**Layout detail**

Window x 89 to 139, y 282 to 332 um. Cells in gray, sequential cells in the stronger gray; small squares are vias.
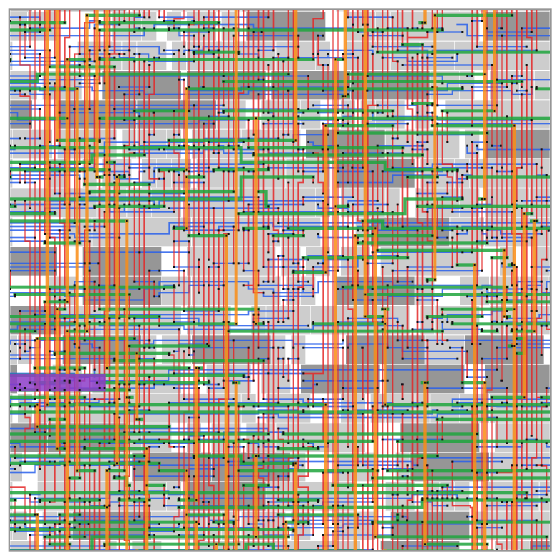
**PDN straps and rails**

Scale: 1.5 px per um. Pins as bars on the die edge.
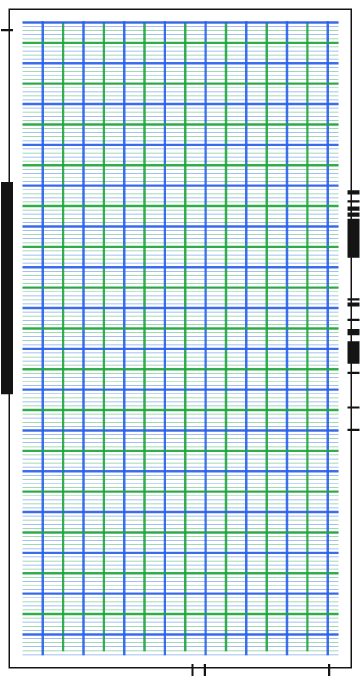
[src/rtl/regfile_mp_sb.sv]
// Multi-port integer register file with a per-register pending scoreboard.
// Optional feature macro: REGFILE_BYPASS_EN (same-cycle write-to-read forwarding).
module regfile_mp_sb #(
    parameter int XLEN   = 32,
    parameter int NREGS  = 32,
    parameter int NUM_RD = 2,
    parameter int NUM_WR = 1,
    localparam int AW    = $clog2(NREGS)
) (
    input  logic                     clk,
    input  logic                     rst_n,
    input  logic [NUM_WR-1:0]        we,
    input  logic [NUM_WR*AW-1:0]     waddr,
    input  logic [NUM_WR*XLEN-1:0]   wdata,
    input  logic [NUM_RD*AW-1:0]     raddr,
    output logic [NUM_RD*XLEN-1:0]   rdata,
    output logic [NUM_RD-1:0]        rready,
    input  logic                     rsv_en,
    input  logic [AW-1:0]            rsv_addr,
    output logic                     rsv_busy,
    output logic [NREGS-1:0]         pending
);

    logic [XLEN-1:0]  regs_q [NREGS];
    logic [XLEN-1:0]  regs_d [NREGS];
    logic [NREGS-1:0] pending_q;
    logic [NREGS-1:0] pending_d;
    logic             rsv_ok_s;

    assign rsv_ok_s = rsv_en && (rsv_addr != {AW{1'b0}});

    // Next-state: ascending port order lets the highest-index write win; reserve applied last.
    always_comb begin
        regs_d    = regs_q;
        pending_d = pending_q;
        for (int k = 0; k < NUM_WR; k++) begin
            if (we[k] && (waddr[k*AW +: AW] != {AW{1'b0}})) begin
                regs_d[waddr[k*AW +: AW]]    = wdata[k*XLEN +: XLEN];
                pending_d[waddr[k*AW +: AW]] = 1'b0;
            end else begin
                pending_d = pending_d;
            end
        end
        if (rsv_ok_s) begin
            pending_d[rsv_addr] = 1'b1;
        end else begin
            pending_d = pending_d;
        end
        pending_d[0] = 1'b0;
    end

    // State registers with synchronous active-low reset.
    always_ff @(posedge clk) begin
        if (!rst_n) begin
            for (int i = 0; i < NREGS; i++) begin
                regs_q[i] <= {XLEN{1'b0}};
            end
            pending_q <= {NREGS{1'b0}};
        end else begin
            for (int i = 0; i < NREGS; i++) begin
                regs_q[i] <= regs_d[i];
            end
            pending_q <= pending_d;
        end
    end

    // Combinational read ports; x0 always reads as a ready zero.
    always_comb begin
        rdata  = {(NUM_RD*XLEN){1'b0}};
        rready = {NUM_RD{1'b0}};
        for (int j = 0; j < NUM_RD; j++) begin
            if (raddr[j*AW +: AW] == {AW{1'b0}}) begin
                rdata[j*XLEN +: XLEN] = {XLEN{1'b0}};
                rready[j]             = 1'b1;
            end else begin
                rdata[j*XLEN +: XLEN] = regs_q[raddr[j*AW +: AW]];
                rready[j]             = ~pending_q[raddr[j*AW +: AW]];
`ifdef REGFILE_BYPASS_EN
                for (int k = 0; k < NUM_WR; k++) begin
                    if (we[k] && (waddr[k*AW +: AW] == raddr[j*AW +: AW])) begin
                        rdata[j*XLEN +: XLEN] = wdata[k*XLEN +: XLEN];
                        rready[j]             = ~(rsv_en && (rsv_addr == raddr[j*AW +: AW]));
                    end else begin
                        rready[j] = rready[j];
                    end
                end
`else
                rready[j] = rready[j];
`endif
            end
        end
    end

    assign rsv_busy = rsv_ok_s && pending_q[rsv_addr];
    assign pending  = pending_q;

endmodule

[config.mk]
export PLATFORM = sky130hd
export DESIGN_NAME = regfile_mp_sb
export DESIGN_NICKNAME = d
export VERILOG_FILES = /design/src/rtl/regfile_mp_sb.sv
export SDC_FILE = /design/constraint.sdc
export NUM_CORES = 2
export LEC_CHECK = 0
export CAP_MARGIN = 40
export CORE_ASPECT_RATIO = 2
export CORE_MARGIN = 8
export CORE_UTILIZATION = 63
export CTS_CLUSTER_SIZE = 8
export DETAILED_ROUTE_END_ITERATION = 16
export PLACE_DENSITY_LB_ADDON = 0.2
export SETUP_SLACK_MARGIN = 0.2
export SLEW_MARGIN = 0
export SYNTH_ARGS = -nofsm -noshare
export SYNTH_HDL_FRONTEND = slang
export SYNTH_SLANG_ARGS = --single-unit
[constraint.sdc]
create_clock -name clk -period 3.4 [get_ports clk]
set_input_delay 0.68 -clock clk [delete_from_list [all_inputs] [get_ports clk]]
set_output_delay 0.68 -clock clk [all_outputs]
set_load 0.05 [all_outputs]
==> notes.md <==
Results of the run.

The remaining design rule violation count is 0. The path depth of the worst reg2reg path is 3. The share of the clock period used by the worst path after layout is 1.062.

Tracing the worst setup path back leads to its startpoint at raddr[7]. The synthesis log from Yosys contains 0 warnings. The highest layer touched by signal routing is met5.

The initial antenna violation count is 6. Setup slack on the critical path of the routed design comes to -0.2103 ns. The via count of the first global-routing pass is 53.04k. met1 track demand over resource after global routing is 0.4951. In the synthesized netlist, the cells that appear most often are nand2_1 (2,068), dfxtp_1 (1,055), a21boi_0 (920). Power comes to 29,770 uW. The post-route cell area is 69,050 um^2. Prior to clock tree synthesis, the placed netlist has a worst setup slack of -0.1525 ns. The checks that failed: setup timing. The flow ran to the end, but the final reports show violations. The number of non-filler instances in the completed layout is 7,392. In the synthesized netlist the dominant register cell turns out to be dfxtp_1. The library cell occupying the most area in the post-synthesis netlist is dfxtp_1. The highest net fanout along the worst path is 21. The post-layout net count is 6,252. The worst setup path is launched from an input port. In this build the clock could be raised as far as 277.0 MHz. The internal power is 21,960 uW. The transition time of the tightest slew-check pin is 1.010 ns.

The area taken by sequential standard cells is reported as 21,170 um^2. The depth of the CTS H-tree is 4. The number of maximum-capacitance constraint violations is 0. The clock network latency to the later pin of the worst-skew pair is 0.77 ns.

For this design the ratio of total power to cell area is 431.1 nW/um^2. Per the OpenROAD floorplan log, the width of the die is 227.0 um. The post-route utilization of the core is recorded as 0.7774.

The source of the worst register-to-register timing path is pending[20]. For the final database, setup skew stands at 0 ns. The fraction of the mapped netlist area in compound gates is 0.1701. Counting every net in the synthesized netlist gives 6,069. The area fraction in xor and xnor cells is 0. Buffers inserted to repair hold after CTS numbered 0.

The routed wirelength on the met1 layer is recorded as 72.04 mm. In this run the tightest slew margin relative to its limit is 0.3239. By area, the combinational part of the netlist is dominated by multiplexers. The power dissipated in combinational cells is 3720 uW. The heaviest power group is clock. The most repeated cell in the gate-level netlist after synthesis is nand2_1. The number of DRC markers in iteration 0 is 8,625. The cell count after synthesis came out at 6,013. Measured on the final layout, buffering overhead outside the clock network stands at 0.1273. The average wire per standard cell is 31.60 um. The clock distribution power is 13,500 uW.

The family with the most delay on the worst path is multiplexers. The routed layout has 53.15k vias. The count of multi-input combinational gates is 4,336. 5 antenna diodes ended up in the layout. The total track usage is 0.4482. The critical path ends at rdata[47]. By area, the class that comes first in the final layout consists of multi-input combinational cells. The script computed the net switching share of total power as 0.2622. IR analysis of the VDD net gives a maximum drop of 0.4428 mV. The count of cell types in the netlist is 44. The clock sink total is 1,055.

The hold path startpoint is rst_n. The CTS report gives the tree buffer count as 149. Per the post-CTS timing run, clock transition at the registers of the reported paths is 0.05 ns.

TritonCTS built the clock tree. The end-of-flow timing check tallies setup violations at 9. The via-per-instance ratio is 7.190. The layout report lists the clock-cell share of area as 0.05746. The master cell of the clock root buffer is clkbuf_16.

The total of fill cells in the finished design is 5,537. Registers represent a cell area share of 0.3066. Across all stage logs, warnings added up to 45.
Back to the opening pictures, 'layout detail':
layer	color
met4	orange
met2	red
met1	blue
met3	green
met5	purple
cells with their middle in the window	202
netlist names of flops here include	regs_q (32)
sequential cells in the window	32
most frequent	nand2_1 (62), dfxtp_1 (32), a21boi_0 (26)

Back to the opening pictures, 'PDN straps and rails':
net	color
VSS	blue
VDD	green
rows	155
met4 straps	15
met1 rails	156
met5 straps	31
Chip Height: 438.1 um
CORE AREA: 88,820 um^2

Power is estimated from default activity; no workload was simulated.
